[src/rtl/arb8_rr.sv]
// Eight-way round-robin arbiter with zero-bubble handover and registered outputs.
// Optional owner hold limit is compiled in with `define ARB8_TIMEOUT_EN (uses HOLD_MAX).
module arb8_rr #(
    parameter int HOLD_MAX = 16
) (
    input  logic       clk,
    input  logic       rst_n,
    input  logic [7:0] req,
    output logic [7:0] gnt,
    output logic [2:0] gnt_idx,
    output logic       gnt_vld
);

    // state | meaning
    // ------+-------------------------------------------
    // IDLE  | no owner, outputs zero, waiting for req
    // BUSY  | gnt_idx owns the resource until release
    typedef enum logic {
        IDLE = 1'b0,
        BUSY = 1'b1
    } state_t;

    generate
        if (HOLD_MAX < 2 || HOLD_MAX > 255) begin : g_bad_hold_max
            $error("arb8_rr: HOLD_MAX must be in 2..255");
        end
    endgenerate

    state_t     state;
    logic [2:0] ptr;
    logic [7:0] cand;
    logic       win_found;
    logic [2:0] win_idx;
    logic       take_over;

    // First set bit of r searching p, p+1, ... with 3-bit wrap.
    function automatic logic [3:0] rr_pick(input logic [7:0] r, input logic [2:0] p);
        logic [3:0] res;
        logic [2:0] idx;
        res = 4'b0000;
        for (int i = 0; i < 8; i++) begin
            idx = p + 3'(i);
            if (!res[3] && r[idx]) begin
                res = {1'b1, idx};
            end
        end
        return res;
    endfunction

    // The owner bit is masked so a releasing owner can never re-win in the same edge;
    // in IDLE gnt is zero and the mask is a no-op.
    always_comb begin
        cand = req & ~gnt;
        {win_found, win_idx} = rr_pick(cand, ptr);
    end

`ifdef ARB8_TIMEOUT_EN
    localparam logic [7:0] HOLD_LIM = 8'(HOLD_MAX);
    logic [7:0] hold_cnt;

    always_comb begin
        take_over = !req[gnt_idx] || ((hold_cnt == HOLD_LIM) && (|cand));
    end
`else
    always_comb begin
        take_over = !req[gnt_idx];
    end
`endif

    always_ff @(posedge clk) begin
        if (!rst_n) begin
            state   <= IDLE;
            ptr     <= 3'd0;
            gnt     <= 8'h00;
            gnt_idx <= 3'd0;
            gnt_vld <= 1'b0;
`ifdef ARB8_TIMEOUT_EN
            hold_cnt <= 8'd0;
`endif
        end else begin
            case (state)
                IDLE: begin
                    if (win_found) begin
                        state   <= BUSY;
                        gnt     <= 8'b1 << win_idx;
                        gnt_idx <= win_idx;
                        gnt_vld <= 1'b1;
                        ptr     <= win_idx + 3'd1;
`ifdef ARB8_TIMEOUT_EN
                        hold_cnt <= 8'd0;
`endif
                    end
                end
                BUSY: begin
                    if (take_over) begin
                        if (win_found) begin
                            gnt     <= 8'b1 << win_idx;
                            gnt_idx <= win_idx;
                            gnt_vld <= 1'b1;
                            ptr     <= win_idx + 3'd1;
`ifdef ARB8_TIMEOUT_EN
                            hold_cnt <= 8'd0;
`endif
                        end else begin
                            state   <= IDLE;
                            gnt     <= 8'h00;
                            gnt_idx <= 3'd0;
                            gnt_vld <= 1'b0;
                        end
                    end else begin
`ifdef ARB8_TIMEOUT_EN
                        if (hold_cnt != HOLD_LIM) begin
                            hold_cnt <= hold_cnt + 8'd1;
                        end
`endif
                    end
                end
                default: begin
                    state   <= IDLE;
                    gnt     <= 8'h00;
                    gnt_idx <= 3'd0;
                    gnt_vld <= 1'b0;
                end
            endcase
        end
    end

endmodule

[config.mk]
export PLATFORM = sky130hd
export DESIGN_NAME = arb8_rr
export DESIGN_NICKNAME = d
export VERILOG_FILES = /design/src/rtl/arb8_rr.sv
export SDC_FILE = /design/constraint.sdc
export NUM_CORES = 1
export LEC_CHECK = 0
export CAP_MARGIN = 0
export CORE_UTILIZATION = 43
export CTS_CLUSTER_DIAMETER = 40
export DETAILED_ROUTE_END_ITERATION = 8
export SETUP_SLACK_MARGIN = 0.02
export SYNTH_ARGS = -nofsm -noshare
export SYNTH_HDL_FRONTEND = slang
export SYNTH_SLANG_ARGS = --single-unit
export TNS_END_PERCENT = 20
[constraint.sdc]
create_clock -name clk -period 4.2 [get_ports clk]
set_input_delay 1.26 -clock clk [delete_from_list [all_inputs] [get_ports clk]]
set_output_delay 1.26 -clock clk [all_outputs]
set_load 0.005 [all_outputs]
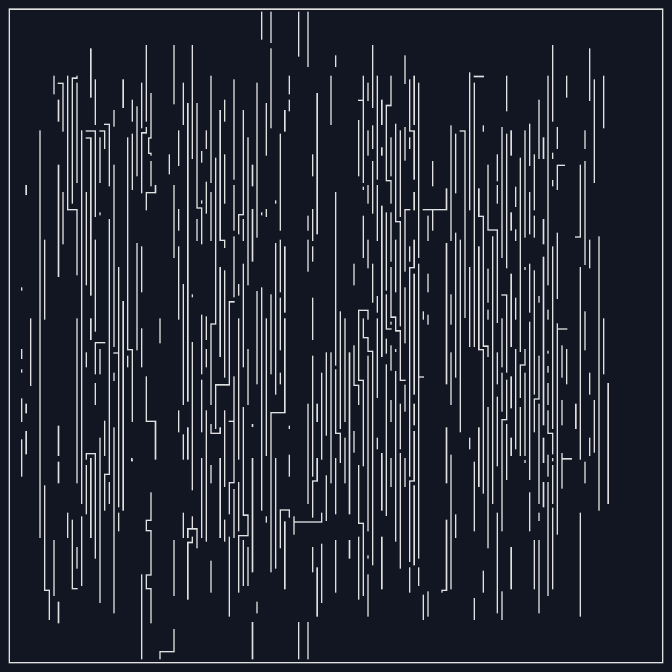
*The metal 2 layer*
share of all routed wire: 49%
main direction: vertical
wire length on this layer: 2820 µm

==> results.ini <==
[status]
status=finished, final reports clean

[final_timing]
final.period_utilization_pct=95.1
drv_slew=0
worst_pin_slew_ns=0.700
setup_viol=0
rsz0062_at_grt=true
slew_headroom_pct=53.2
setup_ws_ns=0.205
clock.fmax_ghz=0.250
min_period_ns=3.99
timing_hold_violations_final=0
whs_ns=0.489
fin_worst_skew_ns=0.000904

[critical_path]
crit_slowest_cell=clkdlybuf4s50_1
crit_type=input port to register
critPathArrivalTime_ns=4.17
worst_r2r_startpoint=ptr[1]
ff2ff_setup_slack_ns=0.75
end_kind=register
slowest_delay_ns=0.45
timing.rr.end=ptr[2]
required_ns=4.37
critPathLaunchType=input port
path_cells=clkdlybuf4s50_1 > and3b_1 > or2_1 > nor4_1 > buf_4 > o41ai_2 > buf_4 > or2_1 > o32ai_1 > nor2_2 > buf_4 > ha_1 > a211oi_1
critPathMaxFanout=6
r2r.worst_path.cells=9
cp_common_cell=buf_4

[synth]
ys_sh_mux_pct=18.2
syn_nets=217
top_logic_kind=AND-OR/OR-AND gates
edf_count=0
yosys_cells=203
ys_types=58
compound_area_share_pct=27.3
ys_seq_elements=16
ys_sh_simple_pct=26.2
yosysTopAreaCell=dfxtp_1
yosysWarnings=0
syn-cell-area_mm2=0.00170
synth_top_area_share_pct=18.8
topCellsByArea=dfxtp_1 19%, mux4_2 15%, nand2_1 4.2%, nor2_1 3.5%, nor3b_1 3.1%
avgSynthCellArea_um2=8.39
xor_area_share_pct=2.06
async_flop_share_pct=0
syn_inst=203
yosys_most_used_dff=dfxtp_1
yosysSeqAreaShare_pct=18.8
yosys-stat-area_mm2=0.00170
ys_sh_adder_pct=2.94

[floorplanning]
dieWidth_um=64.9
die_area_mm2=0.00422
ioPinCount=22
core_area_mm2=0.00372
rows=22
die_h_um=64.9
fp_util_pct=45.8

[placement]
postPlaceCellArea_mm2=0.00224
dp_slack_ns=-0.130
place_inst=305
dp_hpwl_um=4660
gp_congestion=0.885
io_buffers=21

[pwr]
switchingPower_mw=1.05
power_frac_comb_pct=80.6
powerDensity_mw_per_mm2=933
p_int_mw=1.13
irDropWorstVdd_v=0.000560
share_seq_of_total_power_pct=13.1
swShare_pct=48.2
p_leak_nw=0.918
clkPwrFrac_pct=6.3

[drt]
drt_iter0_drc=158
ant_nets=0
first_pass_iters=5
via_per_inst=6.24
route.detailed.drc=0

[grt]
grt_antenna_before_repair=0
first_global_vias=1952
grt_max_degree=21
grt_pass1_wl_um=9580
overflow=0

[layout]
fin_cells=309
nets=276
final_cell_area_mm2=0.00233
lay_top_cells=42 x buf_4, 21 x clkdlybuf4s50_1, 19 x nand2_1
layout_top_cell=buf_4
multiInputGateArea_mm2=0.00134
fillers=322
n_antenna_cell=0
drive_above_1_share_pct=28.4
syn2layout_area_growth_pct=37.0
regArea_um2=320

[job]
tool_warnings=29
maxCapViolCount=0

[clock_tree]
clockRootBuffer=clkbuf_8
cts_made_buffers=3
htree_levels=1
clkTransAtPathRegs_ns=0.06
cts_tree=done
hold_buffers=0
cts_sinks=16
clock_latency_ns=0.26
clk_path_buf_depth=2

[hold_path]
hold_depth=2
min_to=gnt[1]
min_from=gnt[1]
hp-class=register to register

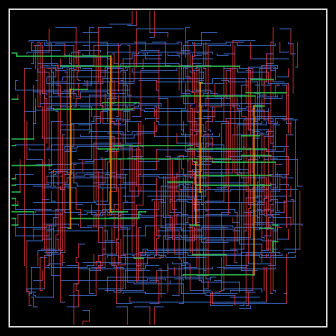
*Signal wires by layer*
| layer | colour | wire length |
|---|---|---|
| M3 | green | 313 µm |
| M4 | orange | 131 µm |
| M2 | red | 2820 µm |
| M1 | blue | 2510 µm |
WL per Instance: 18.7 µm
via count: 1928
routed wire length: 5780 µm
global-route usage over all layers: 30.7%

repair_timing:
action | in CTS | in global routing
endpoints found under the setup margin | 0 | 6
setup buffers | 0 | 0
hold endpoints to repair | 0 | 0
resized | 0 | 7
synthesized netlist by cell type, types with 3 or more instances:
| cell type | count |
|---|---|
| nand3_1 | 4 |
| a21oi_1 | 10 |
| mux4_2 | 11 |
| and3b_1 | 3 |
| nor3_1 | 6 |
| nor3b_1 | 7 |
| nor2_1 | 16 |
| clkbuf_1 | 6 |
| o221ai_1 | 3 |
| ha_1 | 4 |
| or2_1 | 4 |
| o21ai_1 | 3 |
| o31ai_1 | 4 |
| inv_1 | 6 |
| nor2b_1 | 4 |
| nor4_1 | 5 |
| and2_1 | 3 |
| mux2i_1 | 4 |
| dfxtp_1 | 16 |
| a211oi_1 | 3 |
| o21ai_0 | 9 |
| a31oi_1 | 6 |
| nand2_1 | 19 |
stage by stage:
step / total power, mW / utilization, % / TNS [ns]
2_1_floorplan: 1.29 / - / 0
3_3_place_gp: 1.94 / 60.3 / -0.436
3_5_place_dp: 1.97 / 60.3 / -0.586
4_1_cts: 2.12 / 61.8 / 0
5_1_grt: 2.34 / 62.8 / 0
6_report: 2.18 / 62.8 / 0
critical path, delay by kind of cell:
kind / cells / cell delay [ns]
compound gates: 3 / 0.51
fa+ha+maj: 1 / 0.28
buf+inv: 4 / 0.94
simple gates: 5 / 1.17
registers in the layout, summed over array words and instances (netlist names):
signal	count
ptr	3
gnt	8
state	1
gnt_vld	1
gnt_idx	3
power groups by stage:
| stage | combinational, mW | sequential, mW | clock [mW] |
|---|---|---|---|
| finish | 1.75 | 0.284 | 0.138 |
| global placement | 1.66 | 0.278 | 0 |
| global route | 1.90 | 0.294 | 0.151 |
| floorplan | 1.04 | 0.248 | 0 |
| detailed placement | 1.68 | 0.283 | 0 |
| CTS | 1.69 | 0.280 | 0.142 |
worst max path at each step:
stage | from | to | slack (ns) | cells after the start
3_5_place_dp | req[5] | gnt[1] | -0.13 | 11
6_report | req[1] | ptr[2] | 0.21 | 13
3_3_place_gp | req[4] | gnt[1] | -0.11 | 12
5_1_grt | req[2] | gnt[1] | 0.03 | 13
4_1_cts | req[5] | gnt[1] | 0.11 | 11
2_1_floorplan | req[7] | ptr[2] | 0.60 | 10
area by class of cell:
class                      instances  share of cell area, %
clock buffer                       4                   2.36
inverter                           8                   1.29
multi-input combinational        170                   57.5
tap                               48                   2.57
sequential                        16                   13.7
timing repair buffer              63                   22.5
layer usage:
metal,GRT usage [%],routed length [µm],up-vias
li1,-,-,917
met1,38.4,2510,929
met2,50.1,2820,71
met3,4.58,312,11
met4,16.7,130,0
met5,0,0,-
logic make-up after synthesis:
logic type               Yosys count
flip-flops                        16
AND-OR/OR-AND                     64
XOR/XNOR                           4
adder cells (fa/ha/maj)            4
AND/OR/NAND/NOR                   81
buffers and inverters             17
multiplexers                      17
No activity file was given, so power comes from the tool's default toggle rates.
